==> config.mk <==
export PLATFORM = sky130hd
export DESIGN_NAME = gate_direction_decoder_flat
export DESIGN_NICKNAME = d
export VERILOG_FILES = /design/src/rtl/gate_direction_decoder_if.sv /design/src/rtl/gate_direction_decoder.sv /design/src/flat_wrapper.sv
export SDC_FILE = /design/constraint.sdc
export NUM_CORES = 1
export LEC_CHECK = 0
export ABC_AREA = 1
export CORE_ASPECT_RATIO = 1.4
export CORE_MARGIN = 1
export CORE_UTILIZATION = 40
export DETAILED_ROUTE_END_ITERATION = 10
export PLACE_DENSITY = 0.61
export SETUP_SLACK_MARGIN = 0.4
export SLEW_MARGIN = 5
export SYNTH_ARGS = -nofsm -noshare
export SYNTH_HDL_FRONTEND = slang
export SYNTH_SLANG_ARGS = --single-unit
==> constraint.sdc <==
create_clock -name clk -period 6.9 [get_ports clk]
set_clock_uncertainty 0.15 [all_clocks]
set_input_delay 1.38 -clock clk [delete_from_list [all_inputs] [get_ports clk]]
set_output_delay 1.38 -clock clk [all_outputs]
set_load 0.05 [all_outputs]
==> src/rtl/gate_direction_decoder_if.sv <==
// Purpose: bundles the gate's beam inputs and its decoded outputs into one port.
// Latency: none; this is only a set of wires.
// Backpressure: none; the beams are free-running and the outputs are pulses or levels.
// Ports:
//   beamA, beamB : raw photo-beam levels (1 = blocked), asynchronous to clk
//   carEntry     : one-cycle pulse per completed inward passage
//   carExit      : one-cycle pulse per completed outward passage
//   busy, fault  : FSM is not IDLE / FSM is in FAULT
//   gateState    : current FSM state encoding
interface gate_direction_decoder_if;
  logic       beamA;
  logic       beamB;
  logic       carEntry;
  logic       carExit;
  logic       busy;
  logic       fault;
  logic [2:0] gateState;

  // The master side drives the beams; the decoder consumes them and drives the status.
  modport master (
    output beamA, beamB,
    input  carEntry, carExit, busy, fault, gateState
  );

  modport slave (
    input  beamA, beamB,
    output carEntry, carExit, busy, fault, gateState
  );
endinterface

==> src/rtl/gate_direction_decoder.sv <==
// Purpose: decodes two photo-beams into car entry/exit pulses with a direction FSM.
// Latency: raw beam edge -> filtered beam 2+DEBOUNCE_CYCLES cycles; state/pulse 1 cycle later.
// Backpressure: none; pulses are fire-and-forget, a stalled passage times out into FAULT.
// Ports:
//   clk   : single clock, rising edge
//   reset : asynchronous active-high reset
//   gate  : slave side of gate_direction_decoder_if (beams in, pulses/status out)
module gate_direction_decoder #(
  parameter int unsigned DEBOUNCE_CYCLES = 500000,
  parameter int unsigned TIMEOUT_CYCLES  = 200000000
) (
  input logic                     clk,
  input logic                     reset,
  gate_direction_decoder_if.slave gate
);

  typedef enum logic [2:0] {
    S_IDLE  = 3'd0,
    S_ENT1  = 3'd1,
    S_ENT2  = 3'd2,
    S_ENT3  = 3'd3,
    S_EXT1  = 3'd4,
    S_EXT2  = 3'd5,
    S_EXT3  = 3'd6,
    S_FAULT = 3'd7
  } state_t;

  localparam logic [23:0] DB_LAST  = 24'(DEBOUNCE_CYCLES - 1);
  localparam logic [31:0] TO_LIMIT = 32'(TIMEOUT_CYCLES);

  // Bit 1 carries beam A, bit 0 carries beam B, so r_filt reads directly as {A,B}.
  logic [1:0]  r_sync1;
  logic [1:0]  r_sync2;
  logic [1:0]  r_filt;
  logic [23:0] r_db_cnt [2];

  state_t      r_state;
  state_t      w_next;
  logic        w_entry;
  logic        w_exit;
  logic        w_timeout;
  logic        r_car_entry;
  logic        r_car_exit;
  logic [31:0] r_to_cnt;

  // Two-flop synchronizer followed by a per-beam stability filter. The counter
  // only runs while the synchronized level disagrees with the filtered level, so
  // a single cycle of agreement (a glitch back) throws away the partial count.
  always_ff @(posedge clk or posedge reset) begin
    if (reset) begin
      r_sync1     <= 2'b00;
      r_sync2     <= 2'b00;
      r_filt      <= 2'b00;
      r_db_cnt[0] <= '0;
      r_db_cnt[1] <= '0;
    end else begin
      r_sync1 <= {gate.beamA, gate.beamB};
      r_sync2 <= r_sync1;
      for (int i = 0; i < 2; i++) begin
        if (r_sync2[i] == r_filt[i]) begin
          r_db_cnt[i] <= '0;
        end else if (r_db_cnt[i] == DB_LAST) begin
          r_filt[i]   <= r_sync2[i];
          r_db_cnt[i] <= '0;
        end else begin
          r_db_cnt[i] <= r_db_cnt[i] + 24'd1;
        end
      end
    end
  end

  assign w_timeout = (r_to_cnt == TO_LIMIT);

  // Next-state and pulse decode. Beam rules are evaluated first; the timeout only
  // applies when the beams did not already move the FSM, so a legal transition
  // arriving on the timeout cycle wins.
  always_comb begin
    w_next  = r_state;
    w_entry = 1'b0;
    w_exit  = 1'b0;
    case (r_state)
      S_IDLE: begin
        case (r_filt)
          2'b10:   w_next = S_ENT1;
          2'b01:   w_next = S_EXT1;
          2'b11:   w_next = S_FAULT;
          default: w_next = S_IDLE;
        endcase
      end
      S_ENT1: begin
        case (r_filt)
          2'b11:   w_next = S_ENT2;
          2'b00:   w_next = S_IDLE;
          2'b01:   w_next = S_FAULT;
          default: w_next = S_ENT1;
        endcase
      end
      S_ENT2: begin
        case (r_filt)
          2'b01:   w_next = S_ENT3;
          2'b10:   w_next = S_ENT1;
          2'b00:   w_next = S_FAULT;
          default: w_next = S_ENT2;
        endcase
      end
      S_ENT3: begin
        case (r_filt)
          2'b00: begin
            w_next  = S_IDLE;
            w_entry = 1'b1;
          end
          2'b11:   w_next = S_ENT2;
          2'b10:   w_next = S_FAULT;
          default: w_next = S_ENT3;
        endcase
      end
      // Exit states are the entry states with the roles of A and B swapped.
      S_EXT1: begin
        case (r_filt)
          2'b11:   w_next = S_EXT2;
          2'b00:   w_next = S_IDLE;
          2'b10:   w_next = S_FAULT;
          default: w_next = S_EXT1;
        endcase
      end
      S_EXT2: begin
        case (r_filt)
          2'b10:   w_next = S_EXT3;
          2'b01:   w_next = S_EXT1;
          2'b00:   w_next = S_FAULT;
          default: w_next = S_EXT2;
        endcase
      end
      S_EXT3: begin
        case (r_filt)
          2'b00: begin
            w_next = S_IDLE;
            w_exit = 1'b1;
          end
          2'b11:   w_next = S_EXT2;
          2'b01:   w_next = S_FAULT;
          default: w_next = S_EXT3;
        endcase
      end
      default: begin
        // FAULT waits for both beams clear before re-arming.
        if (r_filt == 2'b00) begin
          w_next = S_IDLE;
        end
      end
    endcase

    if ((w_next == r_state) && w_timeout &&
        (r_state != S_IDLE) && (r_state != S_FAULT)) begin
      w_next = S_FAULT;
    end
  end

  // State, timeout counter and registered pulses. The pulses are registered on the
  // same edge that returns the FSM to IDLE, so they line up with that return.
  always_ff @(posedge clk or posedge reset) begin
    if (reset) begin
      r_state     <= S_IDLE;
      r_to_cnt    <= '0;
      r_car_entry <= 1'b0;
      r_car_exit  <= 1'b0;
    end else begin
      r_state     <= w_next;
      r_car_entry <= w_entry;
      r_car_exit  <= w_exit;
      if ((w_next != r_state) || (r_state == S_IDLE) || (r_state == S_FAULT)) begin
        r_to_cnt <= '0;
      end else begin
        r_to_cnt <= r_to_cnt + 32'd1;
      end
    end
  end

  assign gate.carEntry  = r_car_entry;
  assign gate.carExit   = r_car_exit;
  assign gate.busy      = (r_state != S_IDLE);
  assign gate.fault     = (r_state == S_FAULT);
  assign gate.gateState = r_state;

endmodule

==> src/flat_wrapper.sv <==
// flat-port wrapper written by rule: the top's interface ports become plain ports
module gate_direction_decoder_flat 
#(
  parameter int unsigned DEBOUNCE_CYCLES = 500000,
  parameter int unsigned TIMEOUT_CYCLES  = 200000000
)
  (clk, reset, gate_beamA, gate_beamB, gate_carEntry, gate_carExit, gate_busy, gate_fault, gate_gateState);
  gate_direction_decoder_if gate_i ();
  input logic clk;
  input logic reset;
  input wire logic [$bits(gate_i.beamA)-1:0] gate_beamA;
  input wire logic [$bits(gate_i.beamB)-1:0] gate_beamB;
  output wire logic [$bits(gate_i.carEntry)-1:0] gate_carEntry;
  output wire logic [$bits(gate_i.carExit)-1:0] gate_carExit;
  output wire logic [$bits(gate_i.busy)-1:0] gate_busy;
  output wire logic [$bits(gate_i.fault)-1:0] gate_fault;
  output wire logic [$bits(gate_i.gateState)-1:0] gate_gateState;
  assign gate_i.beamA = gate_beamA;
  assign gate_i.beamB = gate_beamB;
  assign gate_carEntry = gate_i.carEntry;
  assign gate_carExit = gate_i.carExit;
  assign gate_busy = gate_i.busy;
  assign gate_fault = gate_i.fault;
  assign gate_gateState = gate_i.gateState;
  gate_direction_decoder #(.DEBOUNCE_CYCLES(DEBOUNCE_CYCLES), .TIMEOUT_CYCLES(TIMEOUT_CYCLES)) u_core (.clk(clk), .reset(reset), .gate(gate_i));
endmodule
### Gate families picked out, run 1

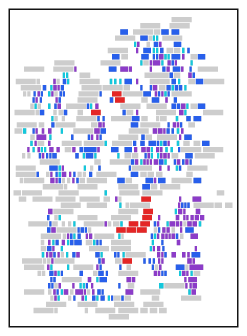
| family | colour | cells |
|---|---|---|
| fa/ha/maj cells | red | 12 |
| inv cells | cyan | 91 |
| nor cells | blue | 174 |
| nand cells | purple | 171 |

### Met2 routing, run 1

Cells faint in the background.
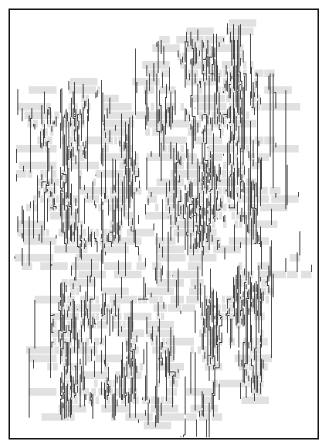
share of all routed wire: 50%
nets with wire on the layer: 542
wire length on this layer: 5360 um

==> deck_impl_summary.md, run 1 <==
Flow Results at a Glance

Run status
  – Status: completed

Place
  – GP Congestion: 0.826
  – Hpwl dp: 7700 um
  – Area after detailed placement: 5570 um^2
  – DP Worst Slack: 3630 ps
  – Port Buffer Count: 10

Power
  – P_int: 832 uW
  – Comb group: 25.0 uW
  – Worst vdd ir: 0.000134 V
  – Combinational share of power: 0.024
  – Pwr Total: 1.06 mW
  – Clk pwr share: 0.465
  – Sw Ratio: 0.213
  – Power Clock: 492 uW
  – Pwr/cell area: 180 nW/um^2
  – Main power group: registers
  – Net Switching: 225 uW
  – Pleak: 2.45 nW

Clock tree
  – Post-CTS sizing: 0
  – Worst-Skew Late Latency: 340 ps
  – Clock Tree Buf Depth: 2
  – Clock sink count: 91
  – H-Tree Depth: 3
  – CTS tree: built
  – Post-CTS Hold Buffers: 0
  – CTS clk-pin slew, worst paths: 60 ps
  – Root Buffer: clkbuf_16
  – Post-CTS Setup Bufs: 0

Timing
  – Slew @ Worst Pin: 886 ps
  – Setup TNS: 0 ps
  – Final Cycle Share: 0.528
  – Final Max-Slew Violation Tally: 0
  – Slew headroom: 0.409
  – Achievable Freq: 275 MHz
  – RSZ-0062 raised after global routing: false
  – Final WS setup: 3260 ps
  – Final setup fails: 0
  – Hold_ws: 216 ps
  – Clock period minus worst slack: 3640 ps
  – Final hold vios: 0

Min path
  – Critical hold path startpoint: u_core.r_sync1[1]
  – Hold EP: u_core.r_sync2[1]
  – Worst min path class: register to register

Cells and area
  – Comb area: 2620 um^2
  – Synth-to-layout area growth: 9.61%
  – Nets: 673
  – Final instance area: 5870 um^2
  – Antenna diodes: 0
  – Non-clk buf share: 0.0183
  – Register Area: 2280 um^2
  – Ratio of cells with drive above 1 in the final layout: 0.139
  – Fillcell total: 1252
  – Clk cell area share: 0.0503
  – Non-CTS inverters: 91
  – Comb/total area: 0.446
  – FFs & Latches: 91
  – Sequential share of cell area: 0.388
  – Clock buffer count: 11
  – Comb_multi_in: 453
  – Signal buffers: 11

Floorplan
  – FP Rows: 49
  – Initial Util: 0.414
  – Die boundary width: 99.8 um
  – Die ar.: 13900 um^2
  – Die H: 139 um
  – I/O pins: 11
  – Core area: 12900 um^2
  – Tap cells: 178

Drt
  – Remaining DRCs: 0
  – DRT iter0 DRCs: 153
  – Antenna Nets Post-Route: 0
  – Post-Route WL: 10600 um
  – Router iterations before antenna repair: 4
  – Vias per inst: 5.03
  – WL per Instance: 12.7 um

Synth
  – Syn nets: 663
  – Syn Std Cell Area: 5350 um^2
  – Post-Synth AOI/OAI Area: 0.0547
  – Number of synthesized register bits: 91
  – Yosys cell types: 40
  – Top cells by count: 96 x nand2_1, 91 x dfrtp_1, 88 x nor2_1, 82 x inv_1, 39 x nand3_1
  – Simple-Gate Fraction of Synth Area: 0.346
  – Yosys xor share: 0.0606
  – Post-synthesis adder-cell area fraction: 0.0281
  – # Cells Yosys: 647
  – Syn_area_per_cell: 8.27 um^2
  – Multiplexer share: 0
  – Yosys stat area: 5350 um^2
  – Flip-flops with a built-in enable: 0
  – Top post-synthesis cells by area: dfrtp_1 43%, nand2_1 6.7%, nor3_2 6.4%
  – Ys Warns: 0
  – Top comb family, area: simple AND/OR/NAND/NOR gates
  – Post-synth ARST share: 1.00
  – Mapped Cells: 647
  – Count leader, synth: nand2_1
  – Dominant register cell: dfrtp_1
  – Synth area leader: dfrtp_1
  – Synth top area share: 0.426
  – Register share after synthesis: 0.426

Run
  – Max_cap viols: 0
  – OpenROAD warning count: 34

Setup path
  – Critical Path RT: 5370 ps
  – Reg2reg start: u_core.r_filt[1]
  – CP Depth: 3
  – Reg2reg setup slack: 4010 ps
  – CP endpoint kind: primary output
  – Path depth of the worst reg2reg path: 17
  – Crit-path cells: inv_2 -> nand2_2 -> clkdlybuf4s50_1
  – R2r endpoint: u_core.r_to_cnt[31]
  – CP max-delay cell: clkdlybuf4s50_1
  – Crit path launch type: register
  – Worst EP arrival: 2110 ps
  – Crit Path Class: register to primary output
  – Worst stage delay on the critical path: 820 ps
  – CP top delay family: buffers and inverters
  – WP buf/inv: 2

GRT
  – Largest net degree at the start of global routing: 71
  – First-pass GRT wire length: 18800 um
  – Total grt overflow: 0
  – Tot GR Track Use: 0.167
  – Initial antenna violation count: 0
### Where the registers sit, run 1

Other sequential cells in the stronger grey, the rest of the logic in the fainter grey.
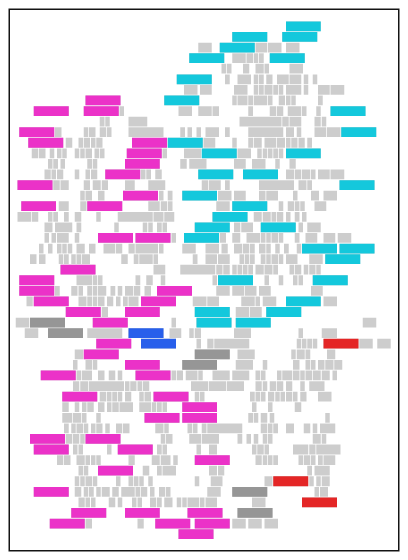
| signal | colour | sequential cells |
|---|---|---|
| u_core.r_to_cnt | cyan | 32 |
| u_core.r_sync2 | blue | 2 |
| u_core.gate.gateState | red | 3 |
| u_core.r_db_cnt | magenta | 48 |
not coloured: 6

## run 1: sequential cells by signal (all words and copies together), names as in the netlist
register and cells:
u_core.r_sync2 2, u_core.gate.carEntry 1, u_core.r_db_cnt 48, u_core.gate.carExit 1, u_core.r_filt 2, u_core.r_to_cnt 32
u_core.r_sync1 2, u_core.gate.gateState 3
## run 1: per-stage QoR
| step | utilization | instances |
|---|---|---|
| 4_1_cts | 0.453 | 840 |
| 3_5_place_dp | 0.431 | 824 |
| 5_1_grt | 0.453 | 840 |
| 3_3_place_gp | 0.431 | 824 |
| 6_report | 0.453 | 840 |
| 2_1_floorplan | - | 647 |
## run 1: cells in the final DEF, fill, tap and decap left out, types with 2 or more instances in the layout
cell             instances
nor2_2                   6
inv_1                   81
clkdlybuf4s50_1         10
xnor2_1                  9
nand2_1                 96
nand2_2                 11
nor3b_1                  2
nor2_4                   5
nor3_2                  34
nand3b_1                 2
nand3_1                 39
a21oi_1                 24
o21ai_0                 19
nand3_2                  5
nor2_1                  88
ha_1                    12
dfrtp_1                 91
nand4_1                 14
clkbuf_16                9
inv_2                    6
o21ai_1                  5
clkinv_2                 4
and3_1                   2
nor4_1                   7
clkinv_1                 2
xor2_1                  28
nand2_4                  2
nor3_1                  31
a31oi_1                  2
## run 1: cells by family (layout without fill, tap and decap cells)
family | after synthesis | in the layout
AND/OR/NAND/NOR | 349 | 349
flip-flops | 91 | 91
adder cells (fa/ha/maj) | 12 | 12
XOR/XNOR | 37 | 37
buffers and inverters | 103 | 118
AND-OR/OR-AND | 55 | 55
## run 1: routing by layer
layer  routed length [um]  track usage  vias to the layer above
li1                     -            -                     2116
met1                 4780        0.206                     2029
met5                    0            0                        -
met2                 5360        0.289                       55
met3                  239       0.0242                       24
met4                  253       0.0697                        0
### M3 wires, run 1

The bar under the picture is 20 um long.
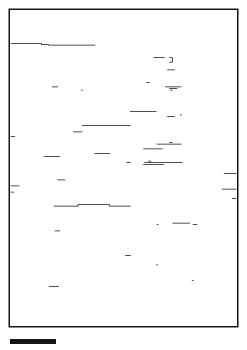

## Run 2: what changed since run 1
==> constraint.sdc (replaced) <==
create_clock -name clk -period 3.49 [get_ports clk]
set_clock_uncertainty 0.15 [all_clocks]
set_input_delay 0.698 -clock clk [delete_from_list [all_inputs] [get_ports clk]]
set_output_delay 0.698 -clock clk [all_outputs]
set_load 0.05 [all_outputs]
### M3 wires, run 2

The bar under the picture is 20 um long.
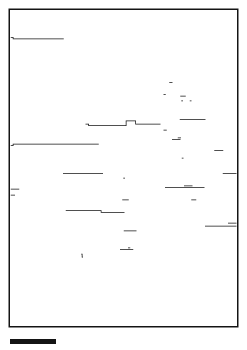
main direction: horizontal
share of all routed wire: 2.1%
nets with wire on the layer: 20
wire length on this layer: 234 um
Via Count: 4168
met3 usage in global routing: 0.0287
Post-Route WL: 11000 um

### Routing congestion, run 2

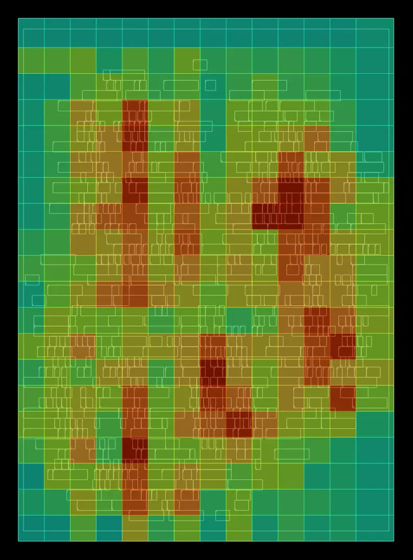
Final Util: 0.455
gr busiest metal: met2
GRT met2 Usage: 0.316

### Gate families picked out, run 2

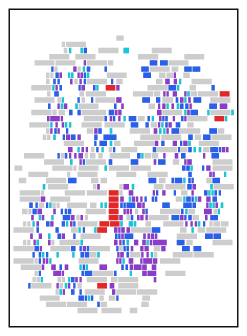
| family | colour | cells |
|---|---|---|
| fa/ha/maj cells | red | 12 |
| inv cells | cyan | 91 |
| nor cells | blue | 174 |
| nand cells | purple | 171 |
Comb/total area: 0.445
Non-Filler Instances: 838
most common logic cell in the routed design: nand2_1

==> run 2 against run 1 <==
  * Global-route usage is 0.53 points higher
  * Largest power group unchanged
  * Core utilization is 0.15 points higher
  * Non-clock buffer count is 1 higher
  * Via count is 1.3% lower
  * Largest cell class unchanged
  * Design area is 0.34% higher
  * Clock power is 96% higher
==> deck_impl_summary.md, run 2 <==
Flow Results at a Glance

GRT
  – Largest net degree at the start of global routing: 41
  – Total grt overflow: 0
  – Tot GR Track Use: 0.173
  – Initial antenna violation count: 0
  – First-pass GRT wire length: 19600 um

Cells and area
  – Ratio of cells with drive above 1 in the final layout: 0.138
  – Most frequent cells in the layout: 96 x nand2_1, 91 x dfrtp_1, 88 x nor2_1, 81 x inv_1, 39 x nand3_1
  – Fillcell total: 1277
  – Most flop-heavy register: u_core.r_db_cnt
  – Antenna diodes: 0
  – Synth-to-layout area growth: 9.98%
  – Nets: 674
  – Max reg flops: 48

Clock tree
  – Post-CTS Hold Buffers: 0
  – Root Buffer: clkbuf_16
  – Clock Tree Buf Depth: 2
  – CTS clk-pin slew, worst paths: 60 ps
  – H-Tree Depth: 3
  – CTS tree: built
  – Clock sink count: 91
  – Post-CTS Setup Bufs: 0
  – Worst-Skew Late Latency: 330 ps

Synth
  – Syn Std Cell Area: 5350 um^2
  – Ys Warns: 0
  – Top comb family, area: simple AND/OR/NAND/NOR gates
  – Register share after synthesis: 0.426
  – Yosys cell types: 40
  – Syn nets: 663
  – Yosys xor share: 0.0606
  – Syn_area_per_cell: 8.27 um^2
  – Top post-synthesis cells by area: dfrtp_1 43%, nand2_1 6.7%, nor3_2 6.4%
  – Flip-flops with a built-in enable: 0
  – Mapped Cells: 647
  – # Cells Yosys: 647
  – Post-synthesis adder-cell area fraction: 0.0281
  – Multiplexer share: 0
  – Post-synth ARST share: 1.00
  – Simple-Gate Fraction of Synth Area: 0.346
  – Number of synthesized register bits: 91
  – Count leader, synth: nand2_1
  – Top cells by count: 96 x nand2_1, 91 x dfrtp_1, 88 x nor2_1, 82 x inv_1, 39 x nand3_1
  – Post-Synth AOI/OAI Area: 0.0547
  – Dominant register cell: dfrtp_1
  – Yosys stat area: 5350 um^2
  – Synth top area share: 0.426
  – Synth area leader: dfrtp_1

Drt
  – DRT iter0 DRCs: 211
  – Router iterations before antenna repair: 4
  – Antenna Nets Post-Route: 0
  – Vias per inst: 4.97
  – Remaining DRCs: 0
  – WL per Instance: 13.1 um

Floorplan
  – Core area: 12900 um^2
  – Die boundary width: 99.8 um
  – Initial Util: 0.414
  – Die H: 139 um
  – Die ar.: 13900 um^2
  – I/O pins: 11
  – FP Rows: 49

Timing
  – Final hold vios: 0
  – Slew @ Worst Pin: 896 ps
  – Final Max-Slew Violation Tally: 0
  – RSZ-0062 raised after global routing: true
  – Achievable Freq: 337 MHz
  – Setup TNS: 0 ps
  – Clock period minus worst slack: 2970 ps
  – Final setup fails: 0
  – Final Cycle Share: 0.850
  – Slew headroom: 0.401

Place
  – GP Congestion: 0.874
  – Hpwl dp: 8020 um
  – Port Buffer Count: 10

Setup path
  – CP endpoint kind: primary output
  – Reg2reg start: u_core.r_filt[0]
  – Crit path launch type: register
  – Path depth of the worst reg2reg path: 17
  – Worst EP arrival: 2120 ps
  – Critical Path RT: 2640 ps
  – R2r endpoint: u_core.r_to_cnt[0]
  – Reg2reg setup slack: 620 ps
  – Crit Path Class: register to primary output

Min path
  – Critical hold path startpoint: u_core.r_sync1[1]
  – Hold EP: u_core.r_sync2[1]
  – Worst min path class: register to register

Power
  – Worst vdd ir: 0.000184 V
  – Pleak: 2.47 nW
  – Pwr/cell area: 354 nW/um^2

Run status
  – Status: completed

Run
  – OpenROAD warning count: 35
  – Max_cap viols: 0
-- run 2: cell counts after synthesis --
Identical to the previous run, type by type.
-- run 2: report_power, final --
part	switching, mW	internal [mW]	total (mW)
registers	0.00552	1.06	1.07
logic	0.0388	0.0147	0.0535
clock network	0.382	0.582	0.964
-- run 2: what timing repair did --
item / CTS / global route
endpoints found under the hold margin: 0 / 0
resized: 0 / 1
endpoints found under the setup margin: 0 / 8
-- run 2: critical path, cell delays in order (launching register included) --
cell and delay [ps]:
dfrtp_1 650, nand3_2 220, inv_2 120, clkdlybuf4s50_1 800
-- run 2: stage by stage --
step	setup WS, ps	total power, mW	hold slack [ps]	instance area (um^2)	instances
floorplan	1060	1.12	181	5360	647
global placement	753	1.14	202	5590	825
detailed placement	620	1.14	202	5590	825
CTS	422	2.12	218	5880	838
global route	325	2.16	220	5890	838
finish	524	2.09	213	5890	838
-- run 2: area by class of cell --
class	instances	area, um^2	area share
clock buffers	11	253	0.0429
flip-flops and latches	91	2280	0.387
repair buffers	12	130	0.0221
inverters	91	348	0.0591
well taps	178	223	0.0378
multi-input cells	453	2620	0.445
clock inverters	2	37.5	0.00638
-- run 2: per-layer routing --
| metal | track usage | share of wire | up-vias |
|---|---|---|---|
| li1 | - | - | 2119 |
| met1 | 0.194 | 0.43 | 1994 |
| met2 | 0.316 | 0.53 | 38 |
| met3 | 0.0287 | 0.021 | 17 |
| met4 | 0.0728 | 0.020 | 0 |
| met5 | 0 | 0 | - |
No activity file was given, so power comes from the tool's default toggle rates.
